===== src/rtl/ex_wb_pkg.sv =====
// Shared widths, timeout default and state encoding for the execute/write-back stage.
package ex_wb_pkg;
  localparam int DATA_W_DEF      = 8;
  localparam int ADDR_W_DEF      = 5;
  localparam int CNT_W_DEF       = 16;
  localparam int ACK_TIMEOUT_DEF = 15;

  localparam logic [0:0] ST_IDLE = 1'b0;
  localparam logic [0:0] ST_WAIT = 1'b1;
endpackage


===== src/rtl/ex_wb_alu.sv =====
// Accumulator adder: full-width sum with carry-out and zero detect.
module ex_alu
  import ex_wb_pkg::*;
#(
  parameter int DATA_W = DATA_W_DEF
) (
  input  logic [DATA_W-1:0] a_i,
  input  logic [DATA_W-1:0] b_i,
  output logic [DATA_W-1:0] sum_o,
  output logic              carry_o,
  output logic              zero_o
);
  logic [DATA_W:0] sum_full;

  assign sum_full = {1'b0, a_i} + {1'b0, b_i};
  assign sum_o    = sum_full[DATA_W-1:0];
  assign carry_o  = sum_full[DATA_W];
  assign zero_o   = (sum_full[DATA_W-1:0] == '0);
endmodule


===== src/rtl/ex_wb.sv =====
// Execute/write-back stage: owns the accumulator and flags, issues jumps and
// performs data-memory stores with a bounded req/ack wait.
module ex_wb
  import ex_wb_pkg::*;
#(
  parameter int DATA_W      = DATA_W_DEF,
  parameter int ADDR_W      = ADDR_W_DEF,
  parameter int CNT_W       = CNT_W_DEF,
  parameter int ACK_TIMEOUT = ACK_TIMEOUT_DEF
) (
  input  logic              clk,
  input  logic              reset,
  input  logic              in_valid,
  output logic              ready,
  input  logic [DATA_W-1:0] val1,
  input  logic [DATA_W-1:0] val2,
  input  logic              wresreg,
  input  logic              wmem,
  input  logic [ADDR_W-1:0] wmemaddr,
  input  logic              wpc,
  input  logic [ADDR_W-1:0] pc_o,
  output logic [DATA_W-1:0] resreg,
  output logic              carry,
  output logic              zero,
  output logic              mem_req,
  output logic [ADDR_W-1:0] mem_addr,
  output logic [DATA_W-1:0] mem_data,
  input  logic              mem_ack,
  output logic              jmp_valid,
  output logic [ADDR_W-1:0] jmp_addr,
  output logic              err,
  output logic [CNT_W-1:0]  retired
);
  localparam int TMO_W = (ACK_TIMEOUT > 1) ? $clog2(ACK_TIMEOUT) : 1;
  localparam logic [TMO_W-1:0] TMO_LAST = TMO_W'(ACK_TIMEOUT - 1);

  logic [0:0]        state_q,    state_d;
  logic [TMO_W-1:0]  tmo_q,      tmo_d;
  logic [DATA_W-1:0] resreg_q,   resreg_d;
  logic              carry_q,    carry_d;
  logic              zero_q,     zero_d;
  logic              mem_req_q,  mem_req_d;
  logic [ADDR_W-1:0] mem_addr_q, mem_addr_d;
  logic [DATA_W-1:0] mem_data_q, mem_data_d;
  logic              jmp_vld_q,  jmp_vld_d;
  logic [ADDR_W-1:0] jmp_addr_q, jmp_addr_d;
  logic              err_q,      err_d;
  logic [CNT_W-1:0]  retired_q,  retired_d;

  logic [DATA_W-1:0] alu_sum;
  logic              alu_carry;
  logic              alu_zero;
  logic              accept;

  ex_alu #(.DATA_W(DATA_W)) u_alu (
    .a_i     (val1),
    .b_i     (val2),
    .sum_o   (alu_sum),
    .carry_o (alu_carry),
    .zero_o  (alu_zero)
  );

  assign accept = in_valid && (state_q == ST_IDLE);

  always_comb begin
    // NOTE: every next-state signal gets a default before any branch, so no path can infer a latch.
    state_d    = state_q;
    tmo_d      = tmo_q;
    resreg_d   = resreg_q;
    carry_d    = carry_q;
    zero_d     = zero_q;
    mem_req_d  = mem_req_q;
    mem_addr_d = mem_addr_q;
    mem_data_d = mem_data_q;
    jmp_vld_d  = 1'b0;
    jmp_addr_d = jmp_addr_q;
    err_d      = err_q;
    retired_d  = retired_q;

    if (state_q == ST_IDLE) begin
      if (accept) begin
        if (wresreg) begin
          resreg_d = alu_sum;
          carry_d  = alu_carry;
          zero_d   = alu_zero;
        end
        if (wpc) begin
          jmp_vld_d  = 1'b1;
          jmp_addr_d = pc_o;
        end
        // A store retires only when its write completes or is abandoned.
        if (wmem) begin
          mem_req_d  = 1'b1;
          mem_addr_d = wmemaddr;
          mem_data_d = val2;
          tmo_d      = '0;
          state_d    = ST_WAIT;
        end else begin
          retired_d = retired_q + CNT_W'(1);
        end
      end
    end else begin
      // Ack is checked first so an ack on the last permitted cycle still succeeds.
      if (mem_ack) begin
        mem_req_d = 1'b0;
        state_d   = ST_IDLE;
        retired_d = retired_q + CNT_W'(1);
      end else if (tmo_q == TMO_LAST) begin
        mem_req_d = 1'b0;
        err_d     = 1'b1;
        state_d   = ST_IDLE;
        retired_d = retired_q + CNT_W'(1);
      end else begin
        tmo_d = tmo_q + TMO_W'(1);
      end
    end
  end

  always_ff @(posedge clk) begin
    // NOTE: reset is synchronous (sampled only on clk); all state uses non-blocking assignments.
    if (!reset) begin
      state_q    <= ST_IDLE;
      tmo_q      <= '0;
      resreg_q   <= '0;
      carry_q    <= 1'b0;
      zero_q     <= 1'b1;
      mem_req_q  <= 1'b0;
      mem_addr_q <= '0;
      mem_data_q <= '0;
      jmp_vld_q  <= 1'b0;
      jmp_addr_q <= '0;
      err_q      <= 1'b0;
      retired_q  <= '0;
    end else begin
      state_q    <= state_d;
      tmo_q      <= tmo_d;
      resreg_q   <= resreg_d;
      carry_q    <= carry_d;
      zero_q     <= zero_d;
      mem_req_q  <= mem_req_d;
      mem_addr_q <= mem_addr_d;
      mem_data_q <= mem_data_d;
      jmp_vld_q  <= jmp_vld_d;
      jmp_addr_q <= jmp_addr_d;
      err_q      <= err_d;
      retired_q  <= retired_d;
    end
  end

  assign ready     = (state_q == ST_IDLE);
  assign resreg    = resreg_q;
  assign carry     = carry_q;
  assign zero      = zero_q;
  assign mem_req   = mem_req_q;
  assign mem_addr  = mem_addr_q;
  assign mem_data  = mem_data_q;
  assign jmp_valid = jmp_vld_q;
  assign jmp_addr  = jmp_addr_q;
  assign err       = err_q;
  assign retired   = retired_q;
endmodule


===== config.mk =====
export PLATFORM = sky130hd
export DESIGN_NAME = ex_wb
export DESIGN_NICKNAME = d
export VERILOG_FILES = /design/src/rtl/ex_wb_pkg.sv /design/src/rtl/ex_wb_alu.sv /design/src/rtl/ex_wb.sv
export SDC_FILE = /design/constraint.sdc
export NUM_CORES = 1
export LEC_CHECK = 0
export CORE_ASPECT_RATIO = 1.2
export CORE_MARGIN = 1.5
export CORE_UTILIZATION = 35
export DETAILED_ROUTE_END_ITERATION = 10
export PLACE_DENSITY = 0.72
export SLEW_MARGIN = 15
export SYNTH_ARGS = -nofsm -noshare
export SYNTH_HDL_FRONTEND = slang
export SYNTH_SLANG_ARGS = --single-unit

===== constraint.sdc =====
create_clock -name clk -period 3.36 [get_ports clk]
set_clock_uncertainty 0.1 [all_clocks]
set_input_delay 0.336 -clock clk [delete_from_list [all_inputs] [get_ports clk]]
set_output_delay 0.336 -clock clk [all_outputs]
set_load 0.05 [all_outputs]

==> results.toml, run 1 <==
# generated from flow reports
[clock_network]
htreeDepth = 2
cts_resized = 0

[cells_and_area]
synthToLayoutAreaGrowth_pct = 40.7
comb_share_pct = 38.9
flops = 52
nets = 402
layout-drive-gt1-share_pct = 5.03
clk_share_pct = 2.80

[routing]
detail_route.vias_per_cell = 4.73
drt_iter0_drc = 76
wl_met2_um = 2810
routed.top_layer = "met4"
drc_errors = 0
drt_pass1_iterations = 4
wl_met1_um = 2470
ant_nets = 0

[timing]
hold_viol = 0
tns_ps = 0
worst_slack_ps = 1070
holdWs_ps = 369
relSlewSlack_pct = 60.9

[run_status]
status = "completed"

[place]
hpwlAfterDp_um = 4230
gp_congestion = 0.813
io_buffers = 80
post-place-ws_ps = 745

[die]
core_util_floorplan_pct = 35.9
rows = 33

[power_and_ir_drop]
power_leakage_nw = 1.30
power_mw = 1.32

[critical_path]
r2r_start = "tmo_q[0]"
path_class = "primary input to register"
reg2reg_to = "retired[11]"
crit_path_max_incr_delay_ps = 480

[global_routing]
grtUsageMet1_pct = 18.8
grt_pass1_wl_um = 9050
grt_pass1_vias = 1955

[synth]
ys_seq_elements = 52
edf_count = 0
yosysTopAreaCell = "dfxtp_1"
syn_nets = 321
yosys_warnings = 0
syn_inst = 276
==> run 1: worst max path at each step <==
stage / start / end / slack (ps)
3_5_place_dp: val2[0] / resreg[6] / 750
5_1_grt: val2[0] / resreg[6] / 870
3_3_place_gp: val2[0] / resreg[6] / 800
6_report: val2[0] / resreg[6] / 1070
2_1_floorplan: retired[3] / retired[11] / 1270
4_1_cts: val2[0] / resreg[6] / 1060
==> run 1: cell families after synthesis <==
kind of cell    Yosys count  synth area share [%]
flops                    52                  42.6
fa+ha+maj                12                  6.45
simple gates            123                  25.7
xor+xnor                 20                  7.17
buf+inv                  16                  2.61
compound gates           51                  14.6
mux                       2                 0.819
==> run 1: report_power, final <==
group | internal (mW) | switching, mW
Combinational | 0.123 | 0.174
Clock | 0.153 | 0.220
Sequential | 0.639 | 0.0133
Fig. 1: run 1, M1 wires
Bar = 20 um.
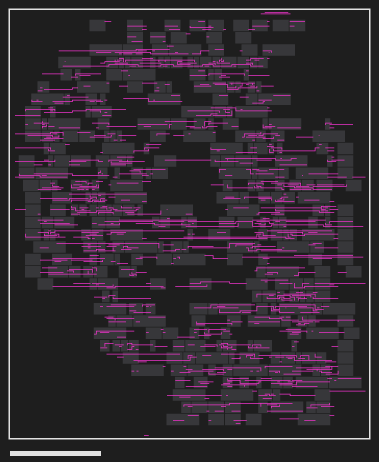
share of all routed wire = 45%
nets with wire on the layer = 353
longest straight run = 28.5 um
wire length on this layer = 2470 um

Fig. 2: run 1, a small window of the routed layout
Bar = 5 um. Region (49, 61) to (69, 81) um. Cells in grey, sequential cells in the stronger grey; small squares are vias.
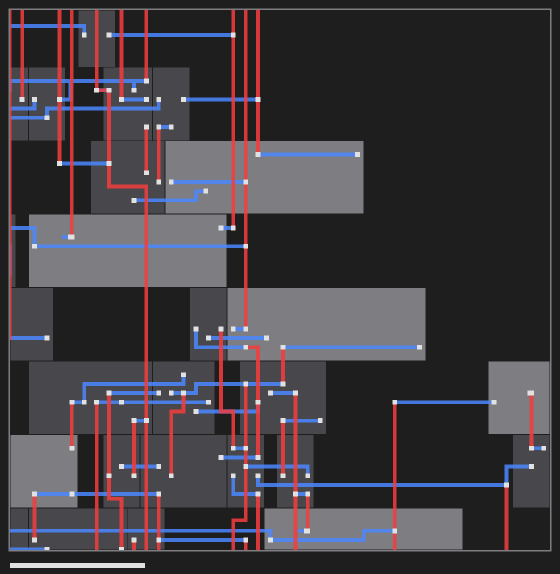
blue -> met1
red -> met2
netlist names of flops here include = jmp_addr (2), tmo_q (2)
cells with their middle in the window = 19
most frequent = nand2_1 (5), dfxtp_1 (4), nor2_1 (3)
sequential cells in the window = 4

Fig. 3: run 1, wiring heat map
The die is cut into 16 by 19 equal tiles; white is low, dark blue is high, scaled to the fullest tile. Values are wire area over tile area, all layers added.
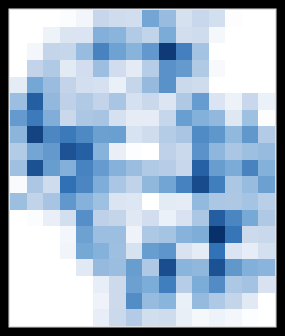
emptiest ninth of the die = lower left
mean over tiles = 0.12
fullest tile = 0.38
tiles over half the peak = 21%
nearly empty tiles = 19%
Detailed Route WL: 5550 um
wire per inst: 12.5 um
gr usage total: 15.3%

Fig. 4: run 1, routing congestion
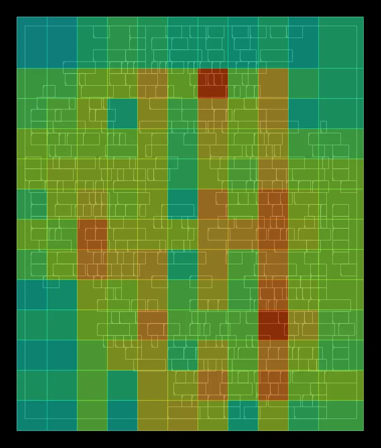

==> run 2, diff against run 1 <==
==> constraint.sdc (replaced) <==
create_clock -name clk -period 2.2 [get_ports clk]
set_clock_uncertainty 0.1 [all_clocks]
set_input_delay 0.22 -clock clk [delete_from_list [all_inputs] [get_ports clk]]
set_output_delay 0.22 -clock clk [all_outputs]
set_load 0.05 [all_outputs]
Fig. 5: run 2, routing congestion
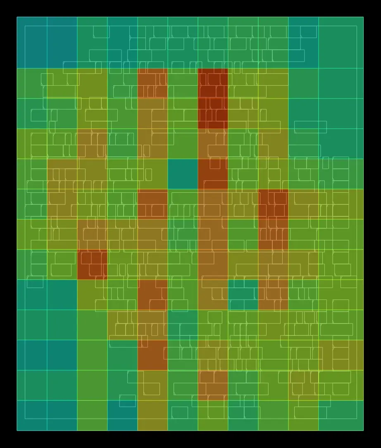
grt met3 use: 3.29%
met1 GRT Util: 19.3%
wire per inst: 12.7 um
Most Crowded Layer GR: met2

==> run 2 against run 1 <==
Compared with the run above: register-to-register slack worse by 1100 ps; synthesized cell count unchanged; routed wire length up 4.0%; clock power up about 40%; largest power group unchanged.
==> results.toml, run 2 <==
# generated from flow reports
[cells_and_area]
nets = 411
nMultiInputCombCells = 208
clk_share_pct = 2.30
comb_share_pct = 38.5
layout-drive-gt1-share_pct = 8.47
largestClassByArea = "logic gates"
layout_top_cells = "80 x clkdlybuf4s50_1, 52 x nand2_1, 52 x dfxtp_1"
nNonClkBuffers = 93
synthToLayoutAreaGrowth_pct = 44.9
flops = 52

[synth]
yosysTopAreaCell = "dfxtp_1"
logic_family = "simple AND/OR/NAND/NOR gates"
edf_count = 0
simple_gate_share_pct = 25.7
ys_seq_elements = 52
xor_area_share_pct = 7.17
synth-compound-area-share_pct = 14.6
syn_inst = 276
yosys_warnings = 0
fa_ha_area_share_pct = 6.45
ys_sh_mux_pct = 0.819
syn_nets = 321

[critical_path]
reg2reg_to = "retired[15]"
r2r_start = "tmo_q[0]"
crit_path_max_incr_delay_ps = 500
path_class = "primary input to register"
worst-path-stages = 9
critical_path.max_fanout = 2
crit_chain = "clkdlybuf4s50_1 -> ha_2 -> inv_1 -> fa_2 -> buf_4 -> xor2_2 -> and4b_1 -> o2111ai_1 -> o31ai_1"
crit_path_end = "zero"
critical_path.startpoint = "val2[0]"
cp.required_ps = 2320

[routing]
ant_nets = 0
drt_iter0_drc = 107
wl_met1_um = 2570
drt_pass1_iterations = 4
routed.top_layer = "met4"
wl_met2_um = 2910
detail_route.vias_per_cell = 4.84
drc_errors = 0
wirelength_um = 5770

[power_and_ir_drop]
p_int_mw = 1.40
maxPowerGroup = "sequential cells"
p_sw_mw = 0.608
combPwrFrac_pct = 24.3
power_leakage_nw = 1.36
powerSeq_mw = 0.998
p_seq_share_pct = 49.6
power_mw = 2.01
pg_clk_mw = 0.524
p_sw_share_pct = 30.2
p_comb_mw = 0.489
pwr-share-clk_pct = 26.0
ir_worst_vdd_uv = 254

[clock_network]
cts_resized = 0
cts_buffer_depth = 2
post_cts_buffers = 0
htreeDepth = 2

[timing]
relSlewSlack_pct = 64.2
hold_viol = 0
rsz0062_at_grt = "no"
holdWs_ps = 368
worst_slack_ps = 147

[global_routing]
grt_usage_pct = 15.7
grt_pass1_wl_um = 9290
grt_pass1_vias = 2005

[run_status]
status = "completed"

[place]
io_buffers = 80
gp_congestion = 0.810
hpwlAfterDp_um = 4300
post-place-ws_ps = -246

[die]
core_util_floorplan_pct = 35.9
rows = 33
==> run 2: cell types whose count changed in the layout (fill, tap and decap cells not counted), sizes merged <==
cell / before / now
inv: 7 / 6
buf: 4 / 13
==> run 2: cell families (layout without fill, tap and decap cells) <==
logic type,Yosys count,count (layout)
AND-OR/OR-AND,51,51
XOR/XNOR,20,20
adder cells (fa/ha/maj),12,12
buffers and inverters,16,106
flip-flops,52,52
multiplexers,2,2
AND/OR/NAND/NOR,123,123
==> run 2: through the flow <==
stage	TNS, ps	instance area (sq um)	instances
finish	0	3540	453
global route	0	3540	453
CTS	0	3520	453
detailed placement	-609	3430	446
global placement	-462	3430	446
floorplan	0	2440	276
==> run 2: tightest hold or removal path: stages (launching register included) <==
cell and delay, ps:
dfxtp_1 320, nand2_1 40, a21boi_0 60
Fig. 6: run 2, M1 wires
Bar = 20 um.
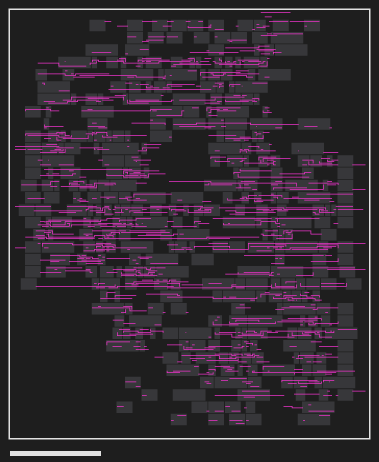

==> run 3, diff against run 2 <==
--- a/config.mk
+++ b/config.mk
@@ -6,7 +6,7 @@
 export NUM_CORES = 1
 export LEC_CHECK = 0
 export CORE_ASPECT_RATIO = 1.2
-export CORE_MARGIN = 1.5
+export CORE_MARGIN = 2
 export CORE_UTILIZATION = 35
 export DETAILED_ROUTE_END_ITERATION = 10
 export PLACE_DENSITY = 0.72
Fig. 7: run 3, M1 wires
Bar = 20 um.
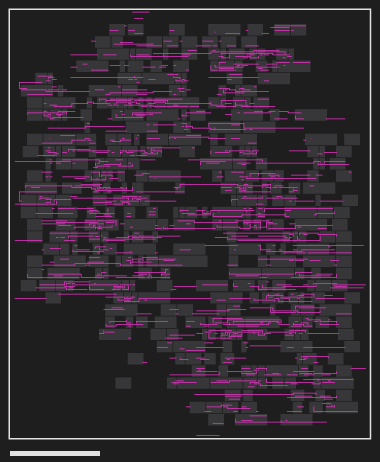
wire length on this layer = 2590 um
longest straight run = 22.1 um
nets with wire on the layer = 356
share of all routed wire = 44%
routed vias: 2206
Detailed Route WL: 5930 um

==> run 3 against run 2 <==
Compared with the run above: critical path depth increased by 1; total power increased by 6.7%; setup slack got worse by 9.1 ps; via count increased by 0.64%; first-iteration DRC count increased by 9.3%; die area increased by 2.3%; area after synthesis unchanged; sequential share of layout area decreased by 0.083 points; synthesized cell count unchanged; critical path type unchanged; cell count increased by 0.66%; design area increased by 0.28%.
==> results.toml, run 3 <==
# generated from flow reports
[run_status]
status = "completed"

[synth]
yosys_warnings = 0
syn_nets = 321
yosysTopAreaCell = "dfxtp_1"
edf_count = 0
syn_inst = 276
ys_types = 41
ys_seq_elements = 52

[cells_and_area]
nMultiInputCombCells = 208
nNonClkBuffers = 95
largestClassByArea = "logic gates"
comb_share_pct = 38.1
clk_share_pct = 3.14
stdcell_area_sq_um = 3550
nets = 413
layout_top_cells = "80 x clkdlybuf4s50_1, 52 x nand2_1, 52 x dfxtp_1"
flops = 52
layout-drive-gt1-share_pct = 8.67
synthToLayoutAreaGrowth_pct = 45.3

[power_and_ir_drop]
p_int_mw = 1.52
pg_clk_mw = 0.664
maxPowerGroup = "sequential cells"
power_leakage_nw = 1.37
ir_worst_vdd_uv = 336
p_seq_share_pct = 46.5
p_sw_mw = 0.624
pwr-share-clk_pct = 30.9
powerSeq_mw = 0.998
power_mw = 2.15

[die]
core_util_floorplan_pct = 35.9
rows = 33

[global_routing]
grt.busiest_layer = "met2"
grt_pass1_wl_um = 9650
grtUsageMet1_pct = 18.8
grtUsageMet3_pct = 3.60
grt_usage_pct = 16.0

[clock_network]
cts_resized = 0
htreeDepth = 2
cts_buffer_depth = 2
post_cts_buffers = 0

[critical_path]
worst-path-stages = 10
crit_path_end = "resreg[6]"
crit_path_max_incr_delay_ps = 490
critical_path.max_fanout = 3
path_class = "primary input to register"
crit_chain = "clkdlybuf4s50_1 -> ha_2 -> inv_1 -> fa_1 -> nand2b_4 -> a21oi_2 -> nor4_1 -> nor3_1 -> nand2_1 -> a21boi_1"
critical_path.startpoint = "val2[0]"
r2r_start = "tmo_q[0]"
reg2reg_to = "retired[15]"

[place]
place_area_sq_um = 3420
io_buffers = 80
gp_congestion = 0.816

[timing]
hold_viol = 0
relSlewSlack_pct = 64.3
tns_ps = 0

[routing]
drt_iter0_drc = 117
wl_per_cell_um = 13.0
ant_nets = 0
drc_errors = 0
detail_route.vias_per_cell = 4.84
drt_pass1_iterations = 4
==> run 3: cell families (layout without fill, tap and decap cells) <==
family          count (synthesis)  count (layout)  synth area share, %
compound gates                 51              51                 14.6
simple gates                  123             123                 25.7
fa+ha+maj                      12              12                 6.45
buf+inv                        16             109                 2.61
flops                          52              52                 42.6
xor+xnor                       20              20                 7.17
mux                             2               2                0.819
==> run 3: through the flow <==
step,hold WS [ps],std cells
3_5_place_dp,356,448
2_1_floorplan,265,276
4_1_cts,364,456
3_3_place_gp,349,448
6_report,362,456
5_1_grt,379,456
==> run 3: per-layer routing <==
layer	routed length [um]	part of all wire [%]
met1	2590	44
met2	2990	50
met3	268	4.5
met4	90	1.5
met5	0	0
==> run 3: tightest hold or removal path, stage by stage (launching register included) <==
cell,delay (ps)
dfxtp_1,320
nand2_1,40
a21boi_0,60
Power figures rest on the tool's default switching activity, not on a simulated workload.
